File: src/rtl/alu_arbiter.sv
// Two-requester arbiter in front of one shared combinational 8-bit ALU.
// Each accepted op runs IDLE -> EXEC (ALU sampled) -> RESP (held until consumed).
module alu_arbiter #(
    parameter int DATA_W = 8
) (
    input  logic              clk,
    input  logic              rst,
    input  logic              req0_valid,
    output logic              req0_ready,
    input  logic [DATA_W-1:0] req0_a,
    input  logic [DATA_W-1:0] req0_b,
    input  logic              req0_cin,
    input  logic [3:0]        req0_op,
    input  logic              req1_valid,
    output logic              req1_ready,
    input  logic [DATA_W-1:0] req1_a,
    input  logic [DATA_W-1:0] req1_b,
    input  logic              req1_cin,
    input  logic [3:0]        req1_op,
    output logic              rsp0_valid,
    input  logic              rsp0_ready,
    output logic [DATA_W-1:0] rsp0_data,
    output logic              rsp0_cout,
    output logic              rsp1_valid,
    input  logic              rsp1_ready,
    output logic [DATA_W-1:0] rsp1_data,
    output logic              rsp1_cout,
    output logic [DATA_W-1:0] alu_a,
    output logic [DATA_W-1:0] alu_b,
    output logic              alu_c_in,
    output logic [2:0]        alu_ctrl,
    output logic              alu_mode,
    input  logic [DATA_W-1:0] alu_out,
    input  logic              alu_c_out,
    output logic              busy
);

    typedef enum logic [1:0] {IDLE, EXEC, RESP} state_t;

    state_t            r_state, w_next;
    logic              r_prio, r_gnt;
    logic [DATA_W-1:0] r_a, r_b, r_res;
    logic              r_cin, r_cout;
    logic [3:0]        r_op;
    logic              w_gnt, w_accept, w_rsp_done, w_drive;

    always_ff @(posedge clk) begin
        if (rst) r_state <= IDLE;
        else     r_state <= w_next;
    end

    always_comb begin
        w_next     = r_state;
        req0_ready = 1'b0;
        req1_ready = 1'b0;
        w_rsp_done = 1'b0;
        // Contention goes to the pointer; a lone requester wins outright.
        w_gnt      = (req0_valid && req1_valid) ? r_prio : req1_valid;
        case (r_state)
            IDLE: begin
                req0_ready = req0_valid && !w_gnt;
                req1_ready = req1_valid &&  w_gnt;
                if (req0_ready || req1_ready) w_next = EXEC;
            end
            EXEC: w_next = RESP;
            RESP: begin
                w_rsp_done = r_gnt ? rsp1_ready : rsp0_ready;
                if (w_rsp_done) w_next = IDLE;
            end
            default: w_next = IDLE;
        endcase
    end

    assign w_accept = req0_ready || req1_ready;

    always_ff @(posedge clk) begin
        if (rst) begin
            r_prio <= 1'b0;
            r_gnt  <= 1'b0;
            r_a    <= '0;
            r_b    <= '0;
            r_cin  <= 1'b0;
            r_op   <= '0;
            r_res  <= '0;
            r_cout <= 1'b0;
        end else begin
            if (w_accept) begin
                r_gnt <= w_gnt;
                r_a   <= w_gnt ? req1_a   : req0_a;
                r_b   <= w_gnt ? req1_b   : req0_b;
                r_cin <= w_gnt ? req1_cin : req0_cin;
                r_op  <= w_gnt ? req1_op  : req0_op;
            end
            if (r_state == EXEC) begin
                r_res  <= alu_out;
                r_cout <= alu_c_out;
            end
            if (w_rsp_done) r_prio <= ~r_gnt;
        end
    end

    // Outputs are forced low while reset is held so an aborted op never shows.
    assign w_drive    = !rst && (r_state != IDLE);
    assign busy       = w_drive;
    assign alu_a      = w_drive ? r_a       : '0;
    assign alu_b      = w_drive ? r_b       : '0;
    assign alu_c_in   = w_drive && r_cin;
    assign alu_ctrl   = w_drive ? r_op[2:0] : 3'b000;
    assign alu_mode   = w_drive && r_op[3];

    assign rsp0_valid = !rst && (r_state == RESP) && !r_gnt;
    assign rsp1_valid = !rst && (r_state == RESP) &&  r_gnt;
    assign rsp0_data  = rsp0_valid ? r_res : '0;
    assign rsp1_data  = rsp1_valid ? r_res : '0;
    assign rsp0_cout  = rsp0_valid && r_cout;
    assign rsp1_cout  = rsp1_valid && r_cout;

endmodule

File: config.mk
export PLATFORM = sky130hd
export DESIGN_NAME = alu_arbiter
export DESIGN_NICKNAME = d
export VERILOG_FILES = /design/src/rtl/alu_arbiter.sv
export SDC_FILE = /design/constraint.sdc
export NUM_CORES = 1
export LEC_CHECK = 0
export CORE_ASPECT_RATIO = 0.6
export CORE_UTILIZATION = 40
export CTS_CLUSTER_DIAMETER = 50
export DETAILED_ROUTE_END_ITERATION = 10
export GPL_TIMING_DRIVEN = 0
export PLACE_DENSITY = 0.77
export SLEW_MARGIN = 20
export SYNTH_ARGS = -nofsm -noshare
export SYNTH_HDL_FRONTEND = slang
export SYNTH_SLANG_ARGS = --single-unit
export TNS_END_PERCENT = 20
File: constraint.sdc
create_clock -name clk -period 1.7 [get_ports clk]
set_clock_uncertainty 0.1 [all_clocks]
set_input_delay 0.34 -clock clk [delete_from_list [all_inputs] [get_ports clk]]
set_output_delay 0.34 -clock clk [all_outputs]
set_load 0.05 [all_outputs]
### Clock network drawn from the DEF

Bar = 20 um.
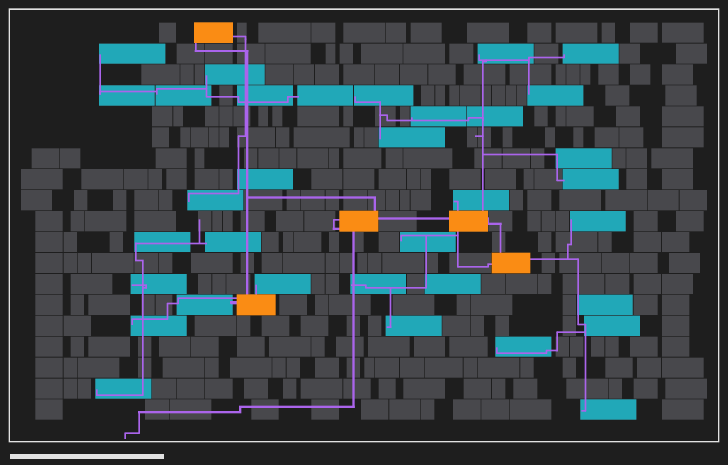
- purple: clock wires (length 454 um)
- cyan: flip-flops (count 34)
- orange: clock-net drivers (count 5)
- routed clock nets: 6
clk_lat worst skew: 0.29 ns
clock network fraction of total power: 0.260

==> impl_metrics.tcl <==
# flow metrics
set metrics [dict create \
    status "finished, violations left" \
    vias_per_cell 5.32 \
    htree_levels 2 \
    top_cells_by_count "and2_1, dfxtp_1, a21oi_1, nand3_1, o21ai_0" \
    yosysChipArea_um2 1940 \
    dpl.cell_count 397 \
    power_mw 2.40 \
    comb_power_uw 836 \
    routed-wl-met2_um 3020 \
    simple_gate_area_frac 0.279 \
    most_common_cell "and2_1" \
    gr-total-overflow 0 \
    critPathMaxStageDelay_ns 0.37 \
    synth-xor-area-share 0 \
    grtUsageMet2 0.414 \
    cts-resized-gates 367 \
    setup-violations-final 51 \
    cts_tree "done" \
    busiest_layer "met2" \
    cp.required_ns 1.26 \
    p_seq_uw 938 \
    dr.pass1.iters 4 \
    wl_met3_um 491 \
    cts.root.buffer_cell "clkbuf_8" \
    pwr_density_cell_nw_per_um2 681 \
    finalCritPeriodShare 1.14 \
    pre_cts_ws_ns -1.24 \
    final_cell_mix "clkdlybuf4s50_1, a21oi_1, dfxtp_1" \
    die_w_um 92.0 \
    tns_ns -6.53 \
    avgRoutedWirePerCell_um 15.7 \
    wl_met1_um 2850 \
    vias 2202 \
    core_um2 4610 \
    reg2reg_slack_ns -0.04 \
    postPlaceCellArea_um2 3060 \
    cts.path.max_buffers 2 \
    cp_top_family "simple AND/OR/NAND/NOR gates" \
    seqPwrFrac 0.391 \
    die_y_um 56.0 \
    violations "setup timing" \
    top_area_frac 0.350 \
    crit_slowest_cell "dfxtp_4" \
    grt_pass1_wl_um 10500 \
    hold_ws_ns 0.248 \
    worst_setup_path_start_kind "flip-flop" \
    logic_family "AND-OR/OR-AND gates" \
    synth-edff-count 0 \
    hold_end "r_state[0]" \
    finalNonFillerCells 414 \
    ios 101 \
    syn_avg_cell_area_um2 8.23 \
    grtUsageMet1 0.355 \
    antenna_found_initial 0 \
    async_flop_share 0 \
    register_area_um2 691 \
    synth_flops 34 \
    synth_area_leader_cell "dfxtp_1" \
    finalWorstSetupSlack_ns -0.230 \
    comb_area_um2 1270 \
    cap_violations 0 \
    switching_share 0.327 \
    layout.nets 407 \
    num_rows 19 \
    drive_above_1_share 0.405 \
    slew_headroom 0.528 \
]
### Drive-strength map

Bar = 20 um.
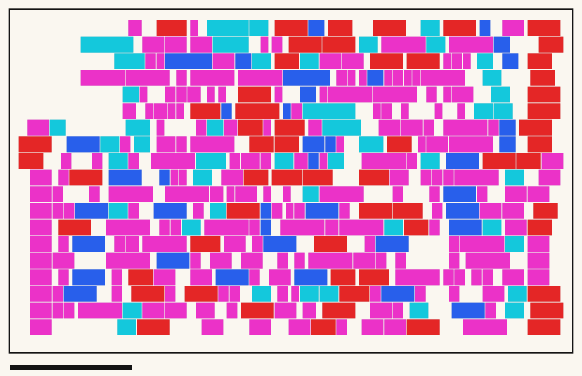
- cyan: x3 and x4 (cells 46)
- red: x6 and larger (cells 58)
- blue: x2 (cells 38)
- magenta: x1 and smaller (cells 209)

-- worst max path at each step --
stage                         to  slack [ns]       start
finish              rsp1_data[1]       -0.23  r_state[0]
global route        rsp1_data[5]       -0.30  r_state[0]
CTS                    rsp1_cout       -0.21  r_state[0]
detailed placement    req1_ready       -1.24  req0_valid
global placement      req1_ready       -1.24  req0_valid
floorplan              rsp1_cout       -0.26  r_state[0]
-- layout make-up --
cell class	count	share of cell area
clock buffers	7	0.0245
inverters	3	0.00320
well taps	63	0.0224
plain buffers	24	0.0466
repair buffers	107	0.346
flip-flops and latches	34	0.196
clock inverters	1	0.00142
multi-input cells	175	0.360
No activity file was given, so power comes from the tool's default toggle rates.
